<file path="src/rtl/inst_loader.sv">
// Program-store instruction loader: holds a host-written program and replays it
// as repeated bursts to the downstream instruction memory, with a fixed idle gap.
module inst_loader #(
  parameter int INST_WIDTH = 64,
  parameter int ADDR_WIDTH = 5,
  parameter int GAP        = 18
) (
  input  logic                  clk,
  input  logic                  rst,
  input  logic                  host_we,
  input  logic [ADDR_WIDTH-1:0] host_addr,
  input  logic [INST_WIDTH-1:0] host_wdata,
  input  logic [ADDR_WIDTH:0]   prog_len,
  input  logic [7:0]            rep_cnt,
  input  logic                  start,
  output logic                  busy,
  output logic                  done,
  output logic                  inst_out_v,
  output logic [INST_WIDTH-1:0] inst_out
);

  localparam int DEPTH = 2 ** ADDR_WIDTH;
  localparam int GW    = (GAP > 1) ? $clog2(GAP) : 1;
  localparam logic [ADDR_WIDTH:0] DEPTH_L = {1'b1, {ADDR_WIDTH{1'b0}}};
  localparam logic [GW-1:0]       GAP_LAST = GW'(GAP - 1);

  typedef enum logic [1:0] {S_IDLE, S_SEND, S_GAP, S_DONE} state_t;

  logic [INST_WIDTH-1:0] mem [DEPTH];
  logic [INST_WIDTH-1:0] rd_q;

  state_t                state_q, state_d;
  logic [ADDR_WIDTH:0]   len_q, len_d;
  logic [ADDR_WIDTH:0]   addr_q, addr_d;
  logic [7:0]            reps_q, reps_d;
  logic [GW-1:0]         gap_q, gap_d;
  logic                  rd_v_q, rd_v_d;
  logic                  out_v_q, out_v_d;
  logic [INST_WIDTH-1:0] out_q, out_d;
  logic                  done_q, done_d;
  logic                  accept;

  // done is registered one cycle behind the DONE state, so busy spans it too
  // and a start landing on the done cycle is refused.
  assign busy       = (state_q != S_IDLE) | done_q;
  assign done       = done_q;
  assign inst_out_v = out_v_q;
  assign inst_out   = out_q;
  assign accept     = (state_q == S_IDLE) && !done_q && start && (prog_len != '0);

  always_comb begin
    state_d = state_q;
    len_d   = len_q;
    addr_d  = addr_q;
    reps_d  = reps_q;
    gap_d   = gap_q;
    case (state_q)
      S_IDLE: begin
        if (accept) begin
          len_d   = (prog_len > DEPTH_L) ? DEPTH_L : prog_len;
          reps_d  = (rep_cnt == 8'd0) ? 8'd1 : rep_cnt;
          addr_d  = '0;
          state_d = S_SEND;
        end
      end
      S_SEND: begin
        if (addr_q == len_q - 1'b1) begin
          gap_d   = '0;
          state_d = S_GAP;
        end else begin
          addr_d = addr_q + 1'b1;
        end
      end
      S_GAP: begin
        if (gap_q == GAP_LAST) begin
          reps_d = reps_q - 8'd1;
          addr_d = '0;
          state_d = (reps_q == 8'd1) ? S_DONE : S_SEND;
        end else begin
          gap_d = gap_q + 1'b1;
        end
      end
      default: state_d = S_IDLE;
    endcase
  end

  // Two-stage read pipeline: RAM register, then masked output register.
  always_comb begin
    rd_v_d  = (state_q == S_SEND);
    out_v_d = rd_v_q;
    out_d   = rd_v_q ? rd_q : '0;
    done_d  = (state_q == S_DONE);
  end

  always_ff @(posedge clk) begin
    if (rst) begin
      state_q <= S_IDLE;
      len_q   <= '0;
      addr_q  <= '0;
      reps_q  <= '0;
      gap_q   <= '0;
      rd_v_q  <= 1'b0;
      out_v_q <= 1'b0;
      out_q   <= '0;
      done_q  <= 1'b0;
    end else begin
      state_q <= state_d;
      len_q   <= len_d;
      addr_q  <= addr_d;
      reps_q  <= reps_d;
      gap_q   <= gap_d;
      rd_v_q  <= rd_v_d;
      out_v_q <= out_v_d;
      out_q   <= out_d;
      done_q  <= done_d;
    end
  end

  always_ff @(posedge clk) begin
    if (!rst && host_we && !busy) mem[host_addr] <= host_wdata;
    rd_q <= mem[addr_q[ADDR_WIDTH-1:0]];
  end

endmodule
</file>
<file path="config.mk">
export PLATFORM = sky130hd
export DESIGN_NAME = inst_loader
export DESIGN_NICKNAME = d
export VERILOG_FILES = /design/src/rtl/inst_loader.sv
export SDC_FILE = /design/constraint.sdc
export NUM_CORES = 2
export LEC_CHECK = 0
export CAP_MARGIN = 25
export CORE_MARGIN = 2
export CORE_UTILIZATION = 40
export CTS_CLUSTER_DIAMETER = 30
export DETAILED_ROUTE_END_ITERATION = 10
export PLACE_DENSITY_LB_ADDON = 0.08
export SLEW_MARGIN = 0
export SYNTH_ARGS = -nofsm -noshare
export SYNTH_HDL_FRONTEND = slang
export SYNTH_SLANG_ARGS = --single-unit
</file>
<file path="constraint.sdc">
create_clock -name clk -period 7 [get_ports clk]
set_clock_uncertainty 0.2 [all_clocks]
set_input_delay 1.4 -clock clk [delete_from_list [all_inputs] [get_ports clk]]
set_output_delay 1.4 -clock clk [all_outputs]
set_load 0.03 [all_outputs]
</file>
==> changes_impl.md <==
### Physical design

- Flop share of the area: 62.01%
- Aoi share: 0.3788%
- Mapped Area: 82240 um^2
- CP max FO: 34
- Period utilization: 57.87%
- Pre-CTS setup slack: 1702 ps
- Post-synth top cells: edfxtp_1, mux4_2, dfxtp_1, clkbuf_1
- Tapcells: 2688
- Cell taking the most area after synthesis: edfxtp_1
- Relative slew slack: 26.93%
- # clk buffers: 562
- Worst setup margin: 2949 ps
- Via density: 5.436
- Hold Crit Start: rd_q[27]$_DFF_P_
- Register area: 64680 um^2
- Setup TNS: 0 ps
- First-pass GRT wire length: 305.3 mm
- R2r worst-path depth: 6
- Insertion Delay late pin: 990 ps
- Largest logic family: multiplexers
- Status: complete, no violations
- Cells along the critical path: clkdlybuf4s50_1 -> buf_4 -> nor4b_2 -> nand2_1 -> nor2_4 -> buf_4
- Fill cell count: 15.85k
- WP data required: 7400 ps
- Yosys xor share: 0.1385%
- Hold-fix buffers, CTS: 0
- FF-to-FF Start: state_q[1]$_SDFFE_PP0P_
- Distinct cell type count after synthesis: 54
- Finished Layout Cells: 7055
- Synth flops: 2206
- Crit path launch: rst
- FA/HA/MAJ Cells, Area Fraction: 0.09129%
- Hold Path Cell Cnt: 1
- Non-clk buf share: 3.071%
- Number of remaining DRC errors: 0
- Antenna violations before repair: 16
- Grt total ovfl: 0
- Sequential-to-total area share from yosys stat: 78.63%
- Most frequent CP cell: buf_4
- Clock Sinks: 2206
- Cell Count Post-Placement: 6167
- Num CTS Buffers: 480
- Number of enable flip-flop cells: 2048
- Logic share of the area: 16.31%
- Most frequent cells in the layout: edfxtp_1, mux4_2, clkbuf_16
- Max FFs per register: 2048
- Clk pwr share: 57.6%
- Final Hold Fails: 0
- Final nets: 4063
- Reg-to-Reg End: mem[8][27]$_DFFE_PP_
- Clock buf/inv share: 15.35%
- # IOs: 154
- Setup Viol. Count Final: 0
- Log Warnings: 38
- Buffers, non-clock: 300
- Largest reg by FF count: mem
- Comb gate area: 17010 um^2
- Reg power frac: 38.3%
- Syn-to-layout area delta: 26.84%
- Initial drt markers: 3754
- Syn avg cell area: 24.48 um^2
- Dominant register cell: edfxtp_1
- Synth top area cells: edfxtp_1, mux4_2, dfxtp_1
- Max_cap viols: 0
- Hpwl dp: 119.0 mm
- MI comb cells: 973
- CTS tree: done
- Pins Over Slew Limit: 0
- Cell Int Power: 0.03024 W
- Setup CP Type: in2reg
- Hold Path Class: reg2reg
- Setup crit start kind: input pin
- Final GP Congestion: 0.7656
- Nonclk inv count: 9
- Yosys warning total: 0
- Vias in the first global route: 41.44k
- Most numerous logic cell after layout: edfxtp_1
- Site Rows: 166
- Crit path time final: 4051 ps
- Htree depth: 5
- P_sw: 0.007887 W
- P per Cell Area: 365.5 nW/um^2
- CP Buf/Inv Count: 3
- Top-area cell share: 74.78%
- Diodes inserted: 3
- MUX share of area: 18.43%
- Reg clk slew, reported paths: 50 ps
- Root Buffer: clkbuf_16
- Asr flop ratio synth: 0%
- Post-DRT Antenna Nets: 0
- Gr busiest metal: met2
- Basic Gates by Area: 1.333%
- DR pass1 iterations: 7
- PostCTS Resize Cnt: 0
## metrics by stage
stage / total power (W) / hold WS, ps / cell area [um^2]
after floorplan: 0.01572 / 205.7 / 82240
after global placement: 0.01639 / 212.3 / 87870
after detailed placement: 0.01642 / 211.3 / 88060
after CTS: 0.03850 / 222.3 / 104100
after global routing: 0.03925 / 234.7 / 104300
final: 0.03813 / 220.2 / 104300
## power groups by stage
stage,registers (W),clock network [W],logic (W)
final,0.0146,0.0220,0.00157
after global placement,0.0148,0,0.00157
after floorplan,0.0148,0,0.000910
after detailed placement,0.0148,0,0.00160
after CTS,0.0146,0.0223,0.00161
after global routing,0.0146,0.0230,0.00167
## metal layers
metal / wire [um] / vias to the layer above
met4: 5377 / 0
met1: 87990 / 20902
met5: 0 / -
met3: 11410 / 366
met2: 107700 / 1262
li1: - / 15824
Zoomed window:
Region (331, 102) to (356, 127) um. Cells in gray, sequential cells in the stronger gray; small squares are vias.
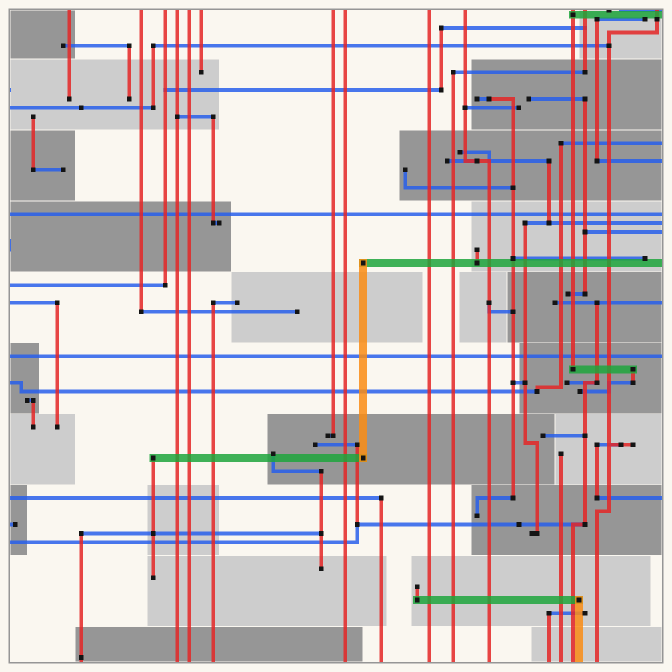
[M3] green
[M4] orange
[M1] blue
[M2] red
netlist names of flops here include: mem (7)
most frequent: edfxtp_1 (7), clkbuf_16 (3), mux4_2 (2)
cells with their middle in the window: 15
sequential cells in the window: 7

PDN straps and rails:
The bar under the picture is 100 um long. Pins as bars on the die edge. Tap cells in gray.
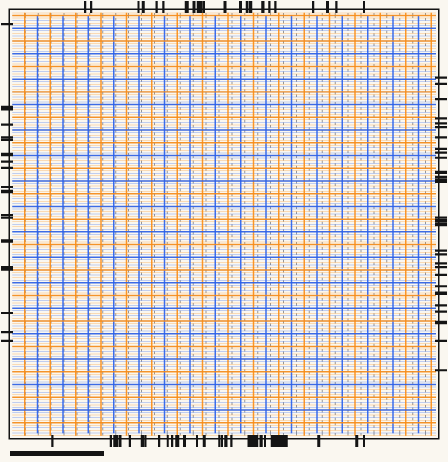
[VDD] blue
[VSS] orange
met4 straps: 33
rows: 166
signal pins: 154
met5 straps: 33
met1 rails: 167
Die Ht: 457.4 um
Die X: 457.4 um
Max VDD drop: 0.0002629 V
area of the core: 204600 um^2

M4 wires:
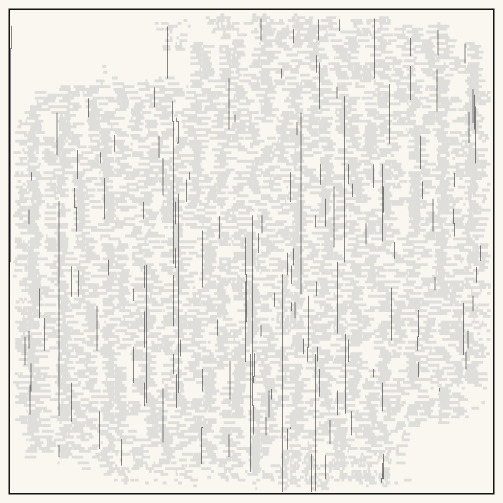
nets with wire on the layer: 77
wire length on this layer: 5380 um
Vias: 38.35k
drt total wl: 212.4 mm

Congestion heat map:
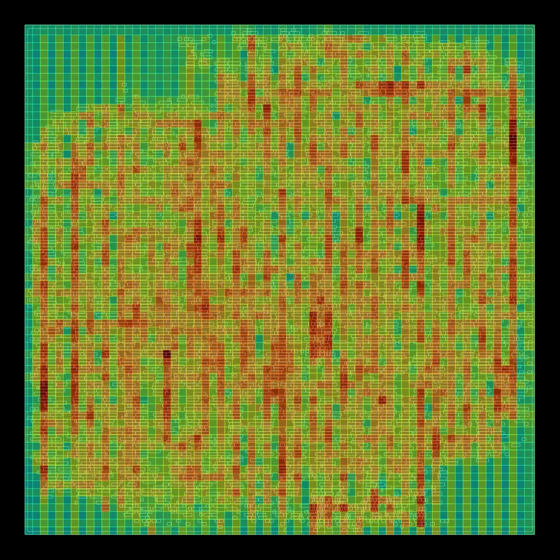
met3 GRT Util: 4.087%
global routing met1 resource utilization: 26.88%
global routing usage on met2: 34.43%

Metal layers overlaid:
Only two layers are drawn.
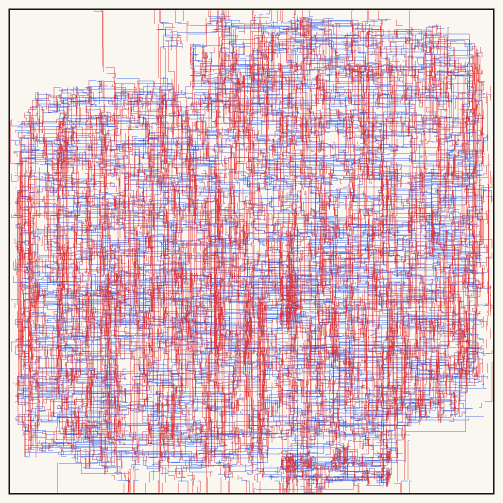
[M1] blue | wire length: 88.0 mm
[M2] red | wire length: 108 mm
wire per inst: 30.11 um
GRT Util Overall: 20.50%

Power is estimated from default activity; no workload was simulated.
